Design circle_stop_counter, sky130hd; sources not shown.
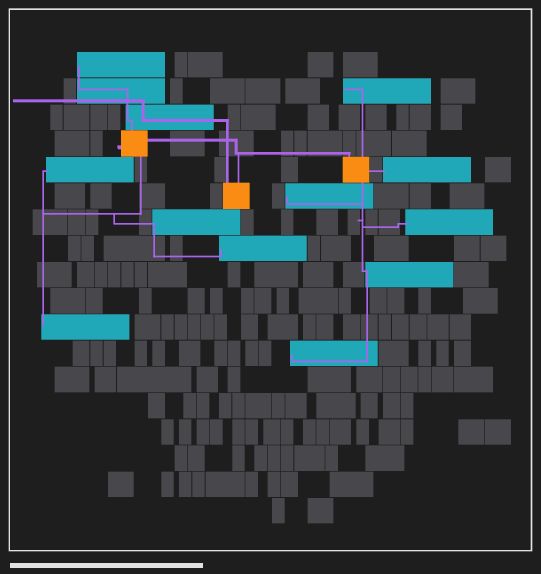
Run 1: clock distribution
The bar under the picture is 20 um long.
clock-net drivers -> orange  # count 3
clock wires -> purple  # length 182 um
flip-flops -> cyan  # count 13
routed clock nets = 4
Clock net power: 166 uW
Clock Skew: 0.811 ps
Clk pwr share: 0.180
later-pin clock latency in the skew report: 280 ps

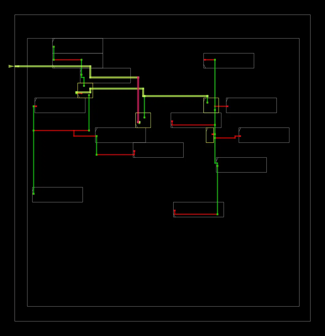
Run 1: clock wiring as the flow saved it
clock sinks: 13
# clk buffers: 4
Flop Count: 13

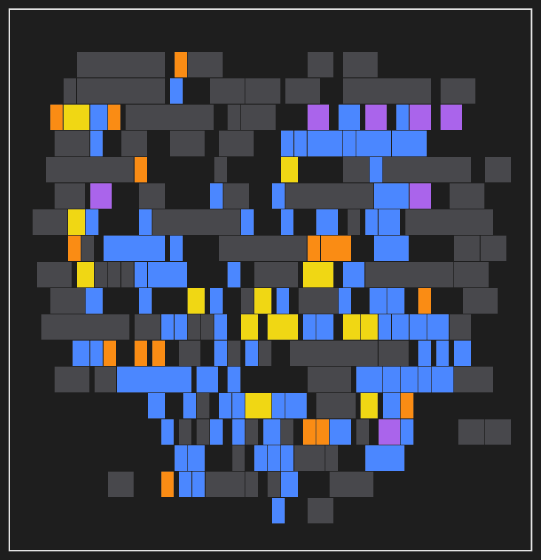
Run 1: gate-type map
aoi and oai cells -> yellow  # cells 13
nand cells -> blue  # cells 83
inv cells -> orange  # cells 15
and/or cells -> purple  # cells 7
multi-input gate share of total cell area: 0.518
Post-Layout Cell Count: 227
most instantiated logic cell after routing: nand2_1

==> summary.txt, run 1 <==
Final min period: 1840 ps
largest net degree at the start of global routing: 14
status: finished, final reports clean
GRT Resource Usage Total: 0.203
M1 WL: 1180 um
RSZ-0062 raised after global routing: false
vias in the first global route: 1,093
layout cells sized above 1: 0.244
area delta synth->final: 24.2%
nets: 216
Synth Flop Type: dfrtp_1
Setup crit end kind: primary output
EDFF count, synth: 0
Worst slew margin: 0.587
FP Rows: 18
Synth Seq Share: 0.276
initial DRC count: 27
routed wl met2: 1440 um
Buffers & Inverters on Critical Path: 1
first-pass GRT wire length: 4570 um
clk buf depth: 2
Final Hold Fails: 0
worst slew pin tran: 618 ps
YS chip area: 1180 sq um
Startpoint Class: register
[run 1: synth_stat cells, types with 2 or more instances]
| library cell | number | area, sq um |
|---|---|---|
| or2_1 | 2 | 12.5 |
| nand3_1 | 16 | 80.1 |
| nor2_2 | 3 | 18.8 |
| o21ai_0 | 4 | 20.0 |
| nand2_1 | 48 | 180 |
| inv_1 | 10 | 37.5 |
| or2_2 | 5 | 31.3 |
| nor2_1 | 22 | 82.6 |
| nand4_1 | 2 | 12.5 |
| a21oi_1 | 3 | 15.0 |
| nand3_2 | 5 | 50.1 |
| ha_1 | 3 | 37.5 |
| nor2_4 | 4 | 45.0 |
| dfrtp_1 | 13 | 325 |
| nand2_2 | 7 | 43.8 |
| xor2_1 | 2 | 17.5 |
| inv_2 | 4 | 15.0 |
| buf_2 | 2 | 10.0 |
| o21ai_1 | 2 | 10.0 |
[run 1: layout make-up]
class | instances | share of cell area
clock buffers | 4 | 0.0180
inverters | 15 | 0.0419
multi-input cells | 137 | 0.518
flip-flops and latches | 13 | 0.222
well taps | 30 | 0.0257
repair buffers | 28 | 0.174
[run 1: power by group]
part	switching, uW	internal, uW	leakage, uW	total, uW
clock network	88.6	77.4	0.0000150	166
logic	259	145	0.000535	404
registers	66.7	287	0.000164	354
total	414	510	0.000714	924
[run 1: per-layer routing]
metal	vias up	track usage
met5	-	0
met3	4	0.0645
met2	32	0.357
met1	525	0.228
met4	0	0.0536
li1	593	-
[run 1: placed cells by master (no fill, tap or decap), types with 2 or more instances in the layout]
master and instances:
nand3_2 5, xor2_1 2, inv_1 10, nand4_1 2, nand2_2 7, ha_1 3
or2_1 2, or2_2 5, o21ai_1 2, a21oi_1 3, nor2_1 22, clkdlybuf4s50_1 17
clkbuf_4 3, nor2_2 3, nor2_4 4, inv_2 4, nand3_1 16, nand2_1 48
dfrtp_1 13, o21ai_0 4, buf_4 10
[run 1: per-stage QoR]
| stage | setup WS (ps) | util | std cells | cell area, sq um | power [uW] |
|---|---|---|---|---|---|
| 2_1_floorplan | 211 | - | 170 | 1180 | 645 |
| 3_3_place_gp | 235 | 0.591 | 223 | 1440 | 756 |
| 3_5_place_dp | 185 | 0.591 | 223 | 1440 | 765 |
| 4_1_cts | 151 | 0.601 | 227 | 1460 | 929 |
| 5_1_grt | 109 | 0.601 | 227 | 1460 | 986 |
| 6_report | 163 | 0.601 | 227 | 1460 | 924 |
[run 1: cells by family (layout without fill, tap and decap cells)]
logic type | Yosys count | count (layout) | synth area share
flip-flops | 13 | 13 | 0.276
adder cells (fa/ha/maj) | 3 | 3 | 0.0319
buffers and inverters | 20 | 47 | 0.0797
AND/OR/NAND/NOR | 119 | 119 | 0.531
AND-OR/OR-AND | 13 | 13 | 0.0659
XOR/XNOR | 2 | 2 | 0.0149
==> inputs of run 2 (changes only) <==
--- a/config.mk
+++ b/config.mk
@@ -12,7 +12,7 @@
 export DETAILED_ROUTE_END_ITERATION = 10
 export DIE_AREA = 0 0 54 56
 export PLACE_DENSITY = 0.75
-export SLEW_MARGIN = 30
+export SLEW_MARGIN = 5
 export SYNTH_ARGS = -nofsm -noshare
 export SYNTH_HDL_FRONTEND = slang
 export SYNTH_SLANG_ARGS = --single-unit
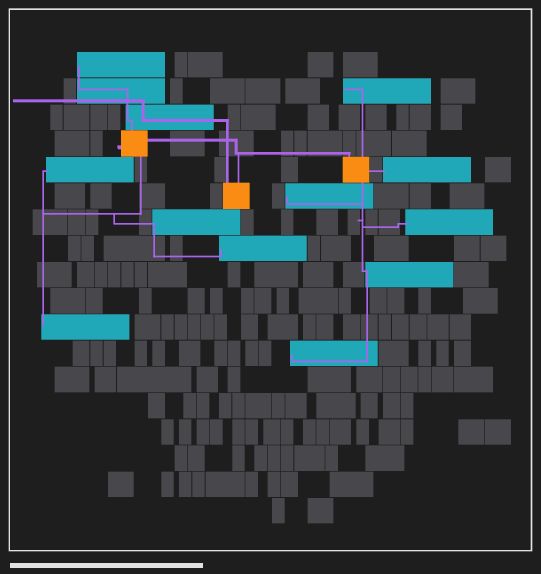
Run 2: clock distribution
The bar under the picture is 20 um long.
flip-flops -> cyan  # count 13
clock wires -> purple  # length 182 um
clock-net drivers -> orange  # count 3
routed clock nets = 4

==> summary.txt, run 2 <==
Synth Flop Type: dfrtp_1
Buffers & Inverters on Critical Path: 1 (unchanged)
FP Rows: 18 (unchanged)
Startpoint Class: register
RSZ-0062 raised after global routing: false
vias in the first global route: 1,093 (unchanged)
layout cells sized above 1: 0.244 (unchanged)
Final Hold Fails: 0 (unchanged)
Top delay family on crit path: buffers and inverters
Max VDD drop: 542 uV
Basic Gates by Area: 0.531 (unchanged)
EDFF count, synth: 0 (unchanged)
clock sinks: 13 (unchanged)
GRT Resource Usage Total: 0.203 (unchanged)
adder-cell share of the synthesized area: 0.0319 (unchanged)
top cells by area: dfrtp_1 (28%), nand2_1 (15%), nor2_1 (7.0%), nand3_1 (6.8%), nand3_2 (4.3%)
total CTS buffers: 3
yosys aoi share: 0.0659 (unchanged)
Synth area leader: dfrtp_1
Final min period: 1840 ps (unchanged)
Mapped Cells: 170
YS chip area: 1180 sq um (unchanged)
first-pass GRT wire length: 4570 um (unchanged)
largest net degree at the start of global routing: 14 (unchanged)
Worst R2R Path Depth: 9
placed cell areas: 1440 sq um (unchanged)
Syn Std Cell Area: 1180 sq um
Crit-path slowest cell: clkdlybuf4s50_1
Post-Layout Cell Count: 227 (unchanged)
Worst slew margin: 0.587 (unchanged)
Top logic family: simple AND/OR/NAND/NOR gates
area share, top type: 0.276 (unchanged)
DP Cell Count: 223 (unchanged)
initial DRC count: 27 (unchanged)
xor/xnor share: 0.0149 (unchanged)
most instantiated logic cells after routing: nand2_1 (48), nor2_1 (22), clkdlybuf4s50_1 (17)
worst slew pin tran: 618 ps (unchanged)
mux frac, synth: 0 (unchanged)
status: finished, final reports clean
final core occ: 0.601 (unchanged)
most frequent cell after synthesis: nand2_1
final instance area: 1460 sq um (unchanged)
Synth Seq Share: 0.276 (unchanged)
Syn Nets: 188
later-pin clock latency in the skew report: 280 ps (about the same)
area delta synth->final: 24.2% (unchanged)
total core area: 2430 sq um
Clock Skew: 0.811 ps (unchanged)
[run 2: cell families (layout without fill, tap and decap cells)]
family          Yosys count  after routing
simple gates            119            119
buf+inv                  20             47
compound gates           13             13
flops                    13             13
fa+ha+maj                 3              3
xor+xnor                  2              2
[run 2: timing repair]
item,CTS,global route
endpoints found under the setup margin,1,0
hold endpoints to repair,0,0
gates resized,1,0
[run 2: report_power, final]
| part | switching (uW) | internal [uW] |
|---|---|---|
| combinational | 259 | 145 |
| sequential | 66.7 | 287 |
| clock | 88.6 | 77.4 |
| total | 414 | 510 |
[run 2: layout make-up]
type,count,area [sq um]
inverters,15,61.3
fillers,230,970
clock buffers,4,26.3
multi-input cells,137,758
repair buffers,28,254
well taps,30,37.5
flip-flops and latches,13,325
[run 2: metrics by stage]
step	setup slack, ps	total power [uW]
floorplan	211	645
global placement	235	756
detailed placement	185	765
CTS	151	929
global route	109	986
finish	163	924
[run 2: metal layers]
| layer | wire length [um] | part of all wire | global-route usage |
|---|---|---|---|
| met3 | 155 | 0.055 | 0.0645 |
| met2 | 1440 | 0.51 | 0.357 |
| met1 | 1180 | 0.42 | 0.228 |
| met4 | 34 | 0.012 | 0.0536 |
| met5 | 0 | 0 | 0 |
Power and IR drop assume default switching activity.
